<file path="src/rtl/com_pkg.sv">
// Shared symbols, state encoding and sizing helper for the comma/idle lane inserter.
package com_pkg;

  localparam logic [7:0] K_COMMA = 8'hBC;
  localparam logic [7:0] K_SKP   = 8'h1C;

  typedef enum logic [1:0] {
    TRAIN,
    DATA,
    SKIP
  } com_state_t;

  typedef enum logic [1:0] {
    SEL_PASS,
    SEL_COMMA,
    SEL_SKP
  } lane_sel_t;

  // Counter width for a count of n, never narrower than one bit.
  function automatic int cnt_w(input int n);
    return $clog2((n < 2) ? 2 : n);
  endfunction

endpackage

</file>
<file path="src/rtl/com_lane.sv">
// One lane of the inserter: registered select between pass-through data, comma and SKP.
module com_lane
  import com_pkg::*;
#(
  parameter int           W     = 8,
  parameter logic [W-1:0] COMMA = W'(K_COMMA),
  parameter logic [W-1:0] SKP   = W'(K_SKP)
) (
  input  logic         clk,
  input  logic         rst_n,
  input  logic [1:0]   sel,
  input  logic [W-1:0] data,
  output logic [W-1:0] sym_o,
  output logic         k_o
);

  logic [W-1:0] sym_d, sym_q;
  logic         k_d, k_q;

  always_comb begin
    sym_d = COMMA;
    k_d   = 1'b1;
    case (sel)
      SEL_PASS: begin
        sym_d = data;
        k_d   = 1'b0;
      end
      SEL_SKP:  sym_d = SKP;
      default:  sym_d = COMMA;
    endcase
  end

  always_ff @(posedge clk) begin
    if (!rst_n) begin
      sym_q <= '0;
      k_q   <= 1'b0;
    end else begin
      sym_q <= sym_d;
      k_q   <= k_d;
    end
  end

  assign sym_o = sym_q;
  assign k_o   = k_q;

endmodule

</file>
<file path="src/rtl/com_lane_inserter.sv">
// Multi-lane comma/idle inserter: training burst, data pass with comma fill, periodic SKP bursts.
module com_lane_inserter
  import com_pkg::*;
#(
  parameter int           LANES        = 4,
  parameter int           W            = 8,
  parameter logic [W-1:0] COMMA        = W'(K_COMMA),
  parameter logic [W-1:0] SKP          = W'(K_SKP),
  parameter int           TRAIN_LEN    = 16,
  parameter int           SKP_INTERVAL = 64,
  parameter int           SKP_LEN      = 2
) (
  input  logic               cclk,
  input  logic               default_values,
  input  logic               force_train,
  input  logic [LANES-1:0]   valid,
  input  logic [LANES*W-1:0] data_in,
  output logic               ready,
  output logic [LANES*W-1:0] data_out,
  output logic [LANES-1:0]   k_out,
  output logic               training
);

  localparam int TW = cnt_w(TRAIN_LEN);
  localparam int IW = cnt_w(SKP_INTERVAL);
  localparam int LW = cnt_w(SKP_LEN);

  localparam logic [TW-1:0] TRAIN_LAST = TW'(TRAIN_LEN - 1);
  localparam logic [IW-1:0] INTV_LAST  = IW'(SKP_INTERVAL - 1);
  localparam logic [LW-1:0] SKPL_LAST  = LW'(SKP_LEN - 1);

  com_state_t    state_d, state_q;
  logic [TW-1:0] train_cnt_d, train_cnt_q;
  logic [IW-1:0] skp_cnt_d, skp_cnt_q;
  logic [LW-1:0] skp_len_cnt_d, skp_len_cnt_q;

  always_comb begin
    state_d       = state_q;
    train_cnt_d   = train_cnt_q;
    skp_cnt_d     = skp_cnt_q;
    skp_len_cnt_d = skp_len_cnt_q;
    unique case (state_q)
      TRAIN: begin
        if (train_cnt_q == TRAIN_LAST) begin
          train_cnt_d = '0;
          state_d     = DATA;
        end else begin
          train_cnt_d = train_cnt_q + 1'b1;
        end
      end
      DATA: begin
        if (skp_cnt_q == INTV_LAST) begin
          skp_cnt_d = '0;
          state_d   = SKIP;
        end else begin
          skp_cnt_d = skp_cnt_q + 1'b1;
        end
      end
      SKIP: begin
        if (skp_len_cnt_q == SKPL_LAST) begin
          skp_len_cnt_d = '0;
          state_d       = DATA;
        end else begin
          skp_len_cnt_d = skp_len_cnt_q + 1'b1;
        end
      end
      default: state_d = TRAIN;
    endcase
    // Retrain overrides any terminal count reached this cycle.
    if (force_train) begin
      state_d       = TRAIN;
      train_cnt_d   = '0;
      skp_cnt_d     = '0;
      skp_len_cnt_d = '0;
    end
  end

  always_ff @(posedge cclk) begin
    if (!default_values) begin
      state_q       <= TRAIN;
      train_cnt_q   <= '0;
      skp_cnt_q     <= '0;
      skp_len_cnt_q <= '0;
    end else begin
      state_q       <= state_d;
      train_cnt_q   <= train_cnt_d;
      skp_cnt_q     <= skp_cnt_d;
      skp_len_cnt_q <= skp_len_cnt_d;
    end
  end

  assign ready    = (state_q == DATA);
  assign training = (state_q == TRAIN);

  for (genvar i = 0; i < LANES; i++) begin : g_lane
    logic [1:0] sel;

    always_comb begin
      sel = SEL_COMMA;
      case (state_q)
        DATA:    sel = valid[i] ? SEL_PASS : SEL_COMMA;
        SKIP:    sel = SEL_SKP;
        default: sel = SEL_COMMA;
      endcase
    end

    com_lane #(
      .W     (W),
      .COMMA (COMMA),
      .SKP   (SKP)
    ) u_lane (
      .clk   (cclk),
      .rst_n (default_values),
      .sel   (sel),
      .data  (data_in[i*W +: W]),
      .sym_o (data_out[i*W +: W]),
      .k_o   (k_out[i])
    );
  end

endmodule

</file>
<file path="config.mk">
export PLATFORM = sky130hd
export DESIGN_NAME = com_lane_inserter
export DESIGN_NICKNAME = d
export VERILOG_FILES = /design/src/rtl/com_pkg.sv /design/src/rtl/com_lane.sv /design/src/rtl/com_lane_inserter.sv
export SDC_FILE = /design/constraint.sdc
export NUM_CORES = 1
export LEC_CHECK = 0
export ABC_AREA = 1
export CAP_MARGIN = 20
export CELL_PAD_IN_SITES_DETAIL_PLACEMENT = 0
export CELL_PAD_IN_SITES_GLOBAL_PLACEMENT = 2
export CORE_MARGIN = 2
export CORE_UTILIZATION = 23
export CTS_CLUSTER_DIAMETER = 200
export DETAILED_ROUTE_END_ITERATION = 10
export PLACE_DENSITY = 0.79
export SYNTH_ARGS = -nofsm -noshare
export SYNTH_HDL_FRONTEND = slang
export SYNTH_SLANG_ARGS = --single-unit
</file>
<file path="constraint.sdc">
create_clock -name cclk -period 2.45 [get_ports cclk]
set_input_delay 0.245 -clock cclk [delete_from_list [all_inputs] [get_ports cclk]]
set_output_delay 0.245 -clock cclk [all_outputs]
set_load 0.01 [all_outputs]
</file>
**Run 1: met1 routing**

Drawn at 4 px/um. Supply wires on this layer in grey. Cells faint in the background.
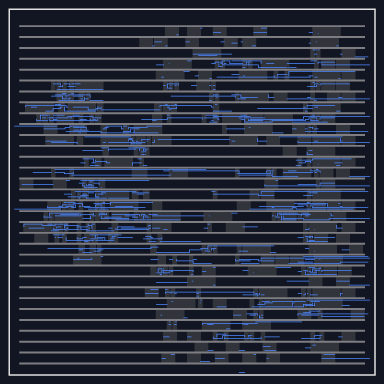
The layer holds 48% of the routed length. The layer carries 2,050 um of wire.

**Run 1: M2 wires**

Drawn at 4 px/um.
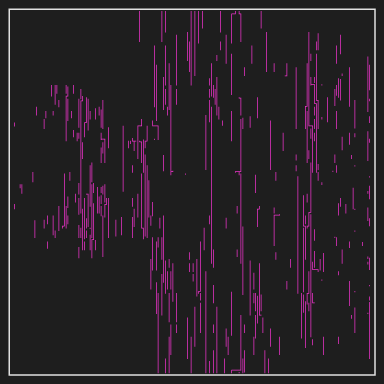
The longest straight run is 39.1 um. The layer carries 1,910 um of wire. The layer holds 44% of the routed length. 260 nets have wire on it. The wires run mostly vertical.
met2 Track Usage GR: 0.168
total wire length: 4310 um
routed vias: 1,578

**Run 1: the metal 3 layer**

Drawn at 6 px/um. Cells faint in the background.
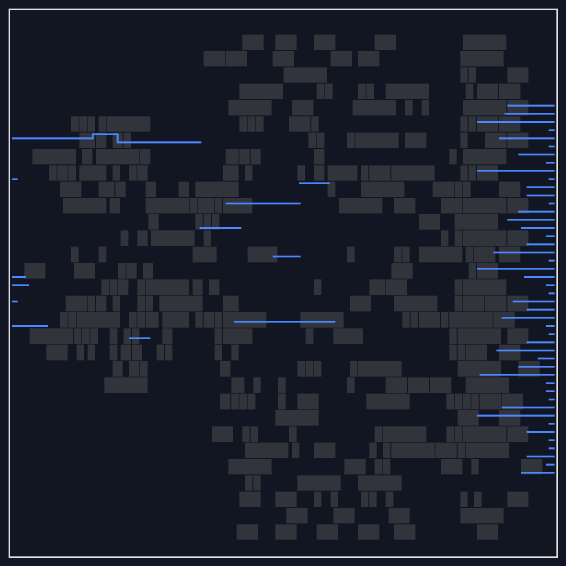
The layer holds 7.2% of the routed length. The wires run mostly horizontal. The longest straight run is 16.6 um. 54 nets have wire on it. The layer carries 312 um of wire.
M3 GR Usage: 0.0340

==> Slide: Implementation Results, run 1 <==
Synthesis and Place & Route Summary

Synth
  – Post-synth area from yosys stat: 1740 sq um
  – Flip-flops with a built-in enable: 0
  – Comb area leader: simple AND/OR/NAND/NOR gates
  – Syn Std Cell Area: 1740 sq um
  – Syn avg cell area: 7.79 sq um
  – Yosys warnings: 0
  – Synth area leader: dfxtp_1
  – Post-synth mux share: 0
  – Distinct lib cells used: 22
  – Area leader share: 0.562
  – Seq/Total Area, Yosys: 0.562
  – Adder Share, Synth: 0.0143
  – Post-synth regs: 49
  – Simple share: 0.275
  – Top cells, area: dfxtp_1, nand2_1, nor2_1, inv_1, a21oi_1
  – XOR/XNOR share of the synthesized area: 0
  – Post-Syn Nets: 265
  – Most numerous cell in the Yosys netlist: nand2_1
  – Main synth FF type: dfxtp_1
  – Synth Area in Compound Gates: 0.0674

Global route
  – Largest net degree at the start of global routing: 29
  – Vias in the first global route: 1,494
  – Initial antenna violation count: 0
  – GRT overflow: 0
  – First-pass GRT wire length: 7160 um
  – Gr usage total: 0.107

Worst setup path
  – Reg2Reg Depth: 6
  – Worst r2r dst: g_lane[0].u_lane.sym_o[7]
  – Largest stage delay, worst path: 0.61 ns
  – Crit path cell chain: inv_1 -> nor2_4 -> clkdlybuf4s50_1
  – Slowest cell on crit path: clkdlybuf4s50_1
  – Critical Path Sink: ready
  – Critical Path Fanout Max: 13
  – CP Class: flip-flop to primary output
  – Worst Setup Start Kind: flip-flop
  – CP Capture Type: primary output
  – Reg2Reg Setup Slack: 1.02 ns
  – Critical path startpoint: state_q[0]
  – WP depth: 3
  – Worst path bufs/invs: 2

Power and ir drop
  – Worst ir drop on vdd: 0.000242 V
  – Sw frac: 0.230
  – Power density over cell area: 548 nW/um^2
  – Power share of the combinational group: 0.113
  – Leakage: 1.13 nW
  – Power Internal: 1.13 mW
  – Total chip power: 1.46 mW
  – Reg power frac: 0.566
  – Pwr top: registers
  – Clk. pwr: 0.471 mW
  – Clock power share: 0.322
  – Switching Power: 0.336 mW
  – Comb group: 0.165 mW
  – Seq pwr: 0.828 mW

Job
  – Max-cap violations: 0
  – Tool warning count: 26

Place
  – Placed cell area: 2580 sq um
  – DPL Wire Length: 3330 um
  – Post-placement cell count: 392
  – Pre-CTS setup slack: 0.796 ns
  – # port buffers: 76
  – GPL Wtd Cong: 0.748

STA
  – Setup TNS: 0 ns
  – Hold slack: 0.469 ns
  – Skew final: 0.00286 ns
  – RSZ-0062 raised after global routing: no
  – Worst-Margin Slew: 0.401 ns
  – Final WS setup: 0.537 ns
  – Hold Fails Final Rpt: 0
  – Max transition margin: 0.732
  – Slew Viols, Final: 0
  – Max Freq: 523 MHz
  – Post-layout period usage: 0.781
  – # setup viols final: 0
  – Post-layout min period: 1.91 ns

Clock tree
  – Later-pin clock latency in the skew report: 0.29 ns
  – Cts repair resizes: 0
  – Post-CTS setup buffer count: 0
  – Cts bufs inserted: 5
  – Clock slew at the register clock pins of the worst setup and hold paths: 0.09 ns
  – Root Driver: clkbuf_8
  – CTS Hold Bufs: 0

Cells and area
  – Fin area: 2670 sq um
  – Share of cells above drive strength 1: 0.0432
  – Final #Nets: 341
  – Most frequent logic cell in the layout: clkdlybuf4s50_1
  – Diodes inserted: 0
  – Area Overhead vs Synth: 53.0%
  – Max reg flops: 32
  – Util after Layout: 0.366
  – Top cells excl fill/tap: clkdlybuf4s50_1, nand2_1, dfxtp_1
  – # fillers: 797
  – Cell Count, Final, Fillers Out: 400

Detailed routing
  – Detail Route Antenna Nets: 0
  – Routed WL per cell: 10.8 um
  – Drt first-iter violations: 41
  – Drt drc: 0
  – Via/cell ratio: 3.95

Floorplanning
  – Initial Util: 0.239
  – Die area: 8300 sq um
  – DIE WIDTH: 91.1 um
  – Placeable core region: 7290 sq um
  – Die Ht: 91.1 um
  – Std-Cell Rows: 31
  – I/O pin count: 77

Run status
  – Outcome: complete, no violations

Worst hold path
  – Hold path cells: 3
  – Hold Startpoint: data_in[1]
  – Hold endpoint: g_lane[0].u_lane.sym_o[1]
[run 1: per-layer routing]
metal / part of all wire / vias up / wire, um / track usage
met1: 0.48 / 681 / 2050 / 0.141
met4: 0.0086 / 0 / 37 / 0.0278
met5: 0 / - / 0 / 0
li1: - / 832 / - / -
met2: 0.44 / 59 / 1910 / 0.168
met3: 0.072 / 6 / 312 / 0.0340
[run 1: final cells by class]
class	count	area, sq um	share of cell area
Multi-Input combinational cell	144	622	0.233
Sequential cell	49	981	0.368
Clock buffer	6	72.6	0.0272
Inverter	23	86.3	0.0323
Tap cell	99	124	0.0464
Clock inverter	2	15.0	0.00563
Timing Repair Buffer	77	768	0.288
[run 1: tightest hold or removal path, stage by stage]
cell             delay (ns)
clkdlybuf4s50_1        0.40
nand2_1                0.05
nor2_1                 0.03
==> inputs of run 2 (changes only) <==
--- a/config.mk
+++ b/config.mk
@@ -10,10 +10,10 @@
 export CELL_PAD_IN_SITES_DETAIL_PLACEMENT = 0
 export CELL_PAD_IN_SITES_GLOBAL_PLACEMENT = 2
 export CORE_MARGIN = 2
-export CORE_UTILIZATION = 23
+export CORE_UTILIZATION = 22
 export CTS_CLUSTER_DIAMETER = 200
 export DETAILED_ROUTE_END_ITERATION = 10
-export PLACE_DENSITY = 0.79
+export PLACE_DENSITY = 0.76
 export SYNTH_ARGS = -nofsm -noshare
 export SYNTH_HDL_FRONTEND = slang
 export SYNTH_SLANG_ARGS = --single-unit
==> constraint.sdc (replaced) <==
create_clock -name cclk -period 1.8 [get_ports cclk]
set_input_delay 0.18 -clock cclk [delete_from_list [all_inputs] [get_ports cclk]]
set_output_delay 0.18 -clock cclk [all_outputs]
set_load 0.01 [all_outputs]
**Run 2: congestion heat map**

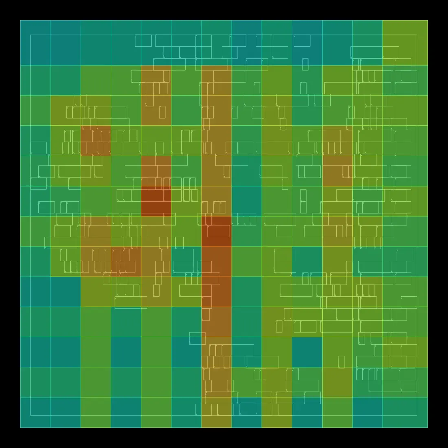
met2 Track Usage GR: 0.165
Util after Layout: 0.354
met1 usage: 0.141
gr usage total: 0.106
gr busiest metal: met2

**Run 2: clock network drawn from the DEF**

Drawn at 3 px/um.
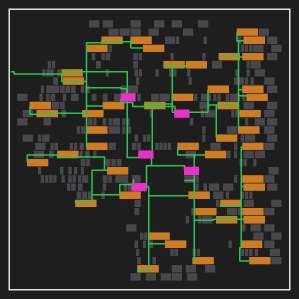
clock wires: marked green, length 632 um. cells driving clock nets: marked magenta, count 5. flip-flops: marked orange, count 49.
Position of the flops: spread over the die.
clock power share: 0.334
Clk. pwr: 0.680 mW
later-pin clock latency in the skew report: 0.30 ns
skew final: 0.00437 ns

==> run 2 against run 1 <==
Area after synthesis unchanged. Critical path depth unchanged. Count of clock-buffer cells in the layout unchanged. Via count grew 0.51%. Combinational power is 39% higher. Global-route usage is essentially flat. Largest cell class unchanged.
==> Slide: Implementation Results, run 2 <==
Synthesis and Place & Route Summary

STA
  – Slew Viols, Final: 0 (unchanged)
  – Post-layout period usage: 0.941
  – RSZ-0062 raised after global routing: no (unchanged)
  – # setup viols final: 0 (unchanged)
  – Worst-Margin Slew: 0.320 ns (was 0.401 ns)
  – Hold slack: 0.409 ns (was 0.469 ns)
  – Final WS setup: 0.107 ns (was 0.537 ns)
  – Max transition margin: 0.786 (was 0.732)
  – Setup TNS: 0 ns (unchanged)
  – Max Freq: 591 MHz

Clock tree
  – Root Driver: clkbuf_8 (unchanged)
  – Clock slew at the register clock pins of the worst setup and hold paths: 0.09 ns (about the same)
  – Post-CTS setup buffer count: 0 (unchanged)
  – CTS Hold Bufs: 0 (unchanged)

Place
  – DPL Wire Length: 3420 um (was 3330 um)
  – # port buffers: 76 (unchanged)
  – Pre-CTS setup slack: 0.364 ns (was 0.796 ns)
  – GPL Wtd Cong: 0.793 (was 0.748)
  – Placed cell area: 2620 sq um (was 2580 sq um)

Synth
  – Post-synth area from yosys stat: 1740 sq um (unchanged)
  – Seq/Total Area, Yosys: 0.562 (unchanged)
  – Synth area leader: dfxtp_1 (unchanged)
  – Yosys warnings: 0 (unchanged)
  – Most numerous cell in the Yosys netlist: nand2_1 (unchanged)
  – Main synth FF type: dfxtp_1 (unchanged)
  – Post-Syn Nets: 265 (unchanged)
  – Top cells, area: dfxtp_1, nand2_1, nor2_1, inv_1, a21oi_1 (unchanged)
  – Flip-flops with a built-in enable: 0 (unchanged)

Detailed routing
  – WL met1: 2180 um (was 2050 um)
  – Met2 wire length: 1880 um (was 1910 um)
  – Detail Route Antenna Nets: 0 (unchanged)
  – Total wire length: 4460 um (was 4310 um)
  – Highest metal used: met4 (unchanged)
  – Via/cell ratio: 3.89 (was 3.95)
  – Routed WL per cell: 10.9 um (was 10.8 um)
  – WL met3: 355 um (was 312 um)
  – Routed vias: 1,586 (was 1,578)
  – Drt drc: 0 (unchanged)

Worst setup path
  – CP Capture Type: primary output (unchanged)
  – Worst Setup Start Kind: flip-flop (unchanged)
  – Critical Path Sink: ready (unchanged)
  – Critical path startpoint: state_q[0] (unchanged)
  – Critical Path Fanout Max: 5 (was 13)
  – Reg2Reg Depth: 6 (unchanged)

Power and ir drop
  – Leakage: 1.16 nW (was 1.13 nW)
  – Seq pwr: 1.13 mW (was 0.828 mW)
  – Comb group: 0.230 mW (was 0.165 mW)
  – Switching Power: 0.461 mW (was 0.336 mW)
  – Power Internal: 1.58 mW (was 1.13 mW)
  – Sw frac: 0.227 (was 0.230)
  – Worst ir drop on vdd: 0.000255 V (was 0.000242 V)
  – Reg power frac: 0.553 (was 0.566)
  – Power share of the combinational group: 0.113 (about the same)
  – Power density over cell area: 749 nW/um^2 (was 548 nW/um^2)
  – Total chip power: 2.04 mW (was 1.46 mW)

Floorplanning
  – Initial Util: 0.227 (was 0.239)
  – Die area: 8660 sq um (was 8300 sq um)
  – Placeable core region: 7690 sq um (was 7290 sq um)
  – Std-Cell Rows: 32 (was 31)
  – DIE WIDTH: 93.0 um (was 91.1 um)
  – I/O pin count: 77 (unchanged)

Global route
  – GRT overflow: 0 (unchanged)
  – Initial antenna violation count: 0 (unchanged)
  – First-pass GRT wire length: 7220 um (was 7160 um)
  – Vias in the first global route: 1,525 (was 1,494)
  – M3 GR Usage: 0.0330 (was 0.0340)
  – Largest net degree at the start of global routing: 29 (unchanged)

Cells and area
  – Diodes inserted: 0 (unchanged)
  – Final #Nets: 346 (was 341)
  – # fillers: 835 (was 797)
  – Most frequent logic cell in the layout: clkdlybuf4s50_1 (unchanged)
  – Top cells excl fill/tap: clkdlybuf4s50_1, nand2_1, dfxtp_1 (unchanged)
  – Logic area: 622 sq um (unchanged)
  – Reg area: 981 sq um (unchanged)
  – Cell Count, Final, Fillers Out: 408 (was 400)
  – Fin area: 2720 sq um (was 2670 sq um)
  – Area Overhead vs Synth: 55.9% (was 53.0%)
  – Max reg flops: 32 (unchanged)

Worst hold path
  – Hold Startpoint: data_in[8] (was data_in[1])
  – Hold endpoint: g_lane[1].u_lane.sym_o[0] (was g_lane[0].u_lane.sym_o[1])

Run status
  – Outcome: complete, no violations (unchanged)

Job
  – Max-cap violations: 0 (unchanged)
-- run 2: cell families (layout without fill, tap and decap cells) --
group	count (synthesis)	after routing	synth area share
adder cells (fa/ha/maj)	2	2	0.0143
flip-flops	49	49	0.562
AND-OR/OR-AND	23	23	0.0674
AND/OR/NAND/NOR	119	119	0.275
buffers and inverters	31	113	0.0811
-- run 2: layout make-up --
class / instances / area share
Sequential cell: 49 / 0.361
Clock inverter: 2 / 0.00506
Clock buffer: 6 / 0.0304
Inverter: 23 / 0.0318
Timing Repair Buffer: 82 / 0.296
Tap cell: 102 / 0.0469
Multi-Input combinational cell: 144 / 0.229
-- run 2: critical path, stage by stage (launching register included) --
cell             delay, ns
dfxtp_1               0.38
inv_1                 0.10
nor2_4                0.17
clkdlybuf4s50_1       0.56
==> inputs of run 3 (changes only) <==
--- a/config.mk
+++ b/config.mk
@@ -8,12 +8,13 @@
 export ABC_AREA = 1
 export CAP_MARGIN = 20
 export CELL_PAD_IN_SITES_DETAIL_PLACEMENT = 0
-export CELL_PAD_IN_SITES_GLOBAL_PLACEMENT = 2
+export CELL_PAD_IN_SITES_GLOBAL_PLACEMENT = 1
 export CORE_MARGIN = 2
-export CORE_UTILIZATION = 22
+export CORE_UTILIZATION = 29
 export CTS_CLUSTER_DIAMETER = 200
 export DETAILED_ROUTE_END_ITERATION = 10
 export PLACE_DENSITY = 0.76
 export SYNTH_ARGS = -nofsm -noshare
 export SYNTH_HDL_FRONTEND = slang
+export SYNTH_HIERARCHICAL = 1
 export SYNTH_SLANG_ARGS = --single-unit
**Run 3: met1 routing**

Drawn at 6 px/um. Supply wires on this layer in grey. Cells faint in the background.
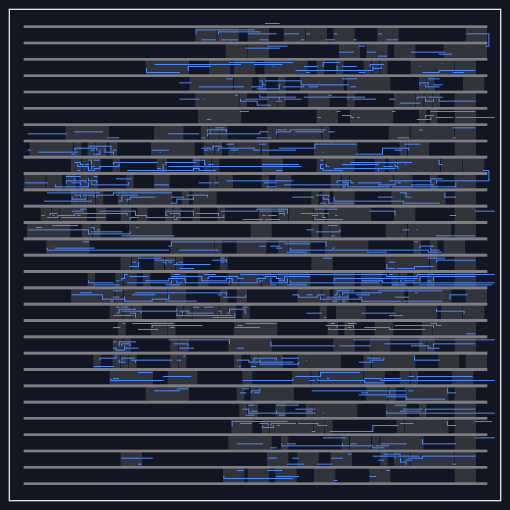
301 nets have wire on it. The longest straight run is 25.8 um. The layer holds 47% of the routed length. The wires run mostly horizontal.

**Run 3: congestion heat map**

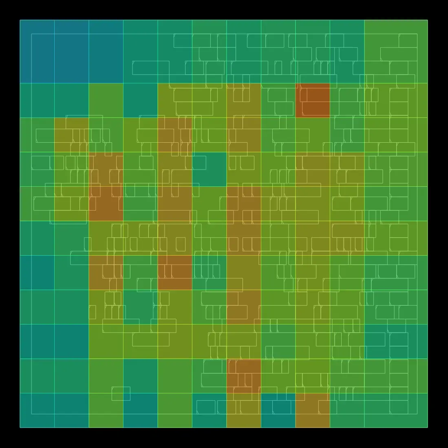
Routed WL per cell: 11.2 um
met2 Track Usage GR: 0.199
met1 usage: 0.171
Util after Layout: 0.463
M3 GR Usage: 0.0648

==> run 3 against run 2 <==
Cell count decreased by 6.6%. Clock power is 0.9% lower. Largest cell class unchanged. Sequential power barely moved. Register-to-register slack got worse by 0.04 ns. Critical endpoint unchanged. Critical path type unchanged. Largest power group unchanged. Flip-flop count stayed put.
==> Slide: Implementation Results, run 3 <==
Synthesis and Place & Route Summary

Synth
  – Most numerous cell in the Yosys netlist: nand2_1 (unchanged)
  – Post-synth mux share: 0 (unchanged)
  – Adder Share, Synth: 0.0143 (about the same)
  – Main synth FF type: dfxtp_1 (unchanged)
  – Flip-flops with a built-in enable: 0 (unchanged)
  – Post-synth area from yosys stat: 1750 sq um (was 1740 sq um)
  – Syn Std Cell Area: 1750 sq um (was 1740 sq um)
  – Top cells, area: dfxtp_1, nand2_1, nor2_1, inv_1, a21oi_1 (unchanged)
  – Yosys warnings: 6 (was 0)
  – Post-Syn Nets: 259 (was 265)
  – Comb area leader: simple AND/OR/NAND/NOR gates (unchanged)
  – Synth Area in Compound Gates: 0.117 (was 0.0674)
  – Seq/Total Area, Yosys: 0.561 (was 0.562)
  – Post-synth regs: 49 (unchanged)
  – Syn avg cell area: 8.02 sq um (was 7.79 sq um)
  – Simple share: 0.243 (was 0.275)

Power and ir drop
  – Reg power frac: 0.554 (was 0.553)
  – Power Internal: 1.54 mW (was 1.58 mW)
  – Comb group: 0.234 mW (was 0.230 mW)
  – Switching Power: 0.491 mW (was 0.461 mW)
  – Clk. pwr: 0.674 mW (was 0.680 mW)
  – Seq pwr: 1.13 mW (about the same)
  – Leakage: 1.12 nW (was 1.16 nW)
  – Sw frac: 0.241 (was 0.227)
  – Worst ir drop on vdd: 0.000419 V (was 0.000255 V)

STA
  – RSZ-0062 raised after global routing: no (unchanged)
  – Final WS setup: 0.154 ns (was 0.107 ns)
  – Skew final: 0.00476 ns (was 0.00437 ns)
  – Hold slack: 0.389 ns (was 0.409 ns)
  – # setup viols final: 0 (unchanged)
  – Max transition margin: 0.692 (was 0.786)
  – Worst-Margin Slew: 0.458 ns (was 0.320 ns)
  – Slew Viols, Final: 0 (unchanged)
  – Max Freq: 607 MHz (was 591 MHz)

Worst setup path
  – Critical Path Fanout Max: 5 (unchanged)
  – CP Class: flip-flop to primary output (unchanged)
  – Worst r2r dst: g_lane[3].u_lane/sym_o[0] (was g_lane[3].u_lane.sym_o[3])
  – Critical path startpoint: state_q[0] (unchanged)
  – Critical Path Sink: ready (unchanged)
  – CP Capture Type: primary output (unchanged)

Clock tree
  – CTS Hold Bufs: 0 (unchanged)
  – Cts repair resizes: 0 (unchanged)
  – Post-CTS setup buffer count: 0 (unchanged)
  – Root Driver: clkbuf_8 (unchanged)
  – Clock slew at the register clock pins of the worst setup and hold paths: 0.09 ns (about the same)

Detailed routing
  – Drt drc: 0 (unchanged)
  – WL met1: 1990 um (was 2180 um)
  – Total wire length: 4250 um (was 4460 um)
  – Highest metal used: met4 (unchanged)
  – Routed vias: 1,604 (was 1,586)
  – WL met3: 494 um (was 355 um)
  – Met2 wire length: 1700 um (was 1880 um)
  – Drt first-iter violations: 94 (was 37)

Cells and area
  – Top cells excl fill/tap: clkdlybuf4s50_1, nand2_1, dfxtp_1 (unchanged)
  – Fin area: 2720 sq um (about the same)
  – Cell Count, Final, Fillers Out: 381 (was 408)
  – Share of cells above drive strength 1: 0.0850 (was 0.0621)
  – Most frequent logic cell in the layout: clkdlybuf4s50_1 (unchanged)

Floorplanning
  – Die Ht: 81.7 um (was 93.0 um)
  – Die area: 6670 sq um (was 8660 sq um)
  – DIE WIDTH: 81.7 um (was 93.0 um)
  – I/O pin count: 77 (unchanged)
  – Std-Cell Rows: 28 (was 32)
  – Placeable core region: 5890 sq um (was 7690 sq um)

Run status
  – Outcome: complete, no violations (unchanged)

Worst hold path
  – Hold Startpoint: data_in[6] (was data_in[8])
  – Hold path cells: 3 (unchanged)

Job
  – Tool warning count: 26 (unchanged)

Global route
  – Gr busiest metal: met2 (unchanged)
  – Gr usage total: 0.135 (was 0.106)
  – Largest net degree at the start of global routing: 29 (unchanged)
  – GRT overflow: 0 (unchanged)

Place
  – Post-placement cell count: 373 (was 399)
  – GPL Wtd Cong: 0.773 (was 0.793)
  – # port buffers: 76 (unchanged)
  – Placed cell area: 2630 sq um (was 2620 sq um)
  – Pre-CTS setup slack: 0.366 ns (was 0.364 ns)
## run 3: final cells by class
| cell class | count | area, sq um | area share |
|---|---|---|---|
| Tap cell | 75 | 93.8 | 0.0345 |
| Sequential cell | 49 | 981 | 0.360 |
| Inverter | 30 | 113 | 0.0413 |
| Clock inverter | 3 | 21.3 | 0.00781 |
| Timing Repair Buffer | 80 | 791 | 0.290 |
| Clock buffer | 5 | 68.8 | 0.0253 |
| Multi-Input combinational cell | 139 | 656 | 0.241 |
## run 3: critical path: stages (launching register included)
cell and delay (ns):
dfxtp_1 0.40, inv_1 0.10, nor2_4 0.11, clkdlybuf4s50_1 0.54
## run 3: logic make-up (layout without fill, tap and decap cells)
logic type	Yosys count	count (layout)
adders and majority gates	2	2
buffers and inverters	30	118
and+or+nand+nor	99	99
DFF	49	49
AOI/OAI and AO/OA	38	38
Power figures rest on the tool's default switching activity, not on a simulated workload.
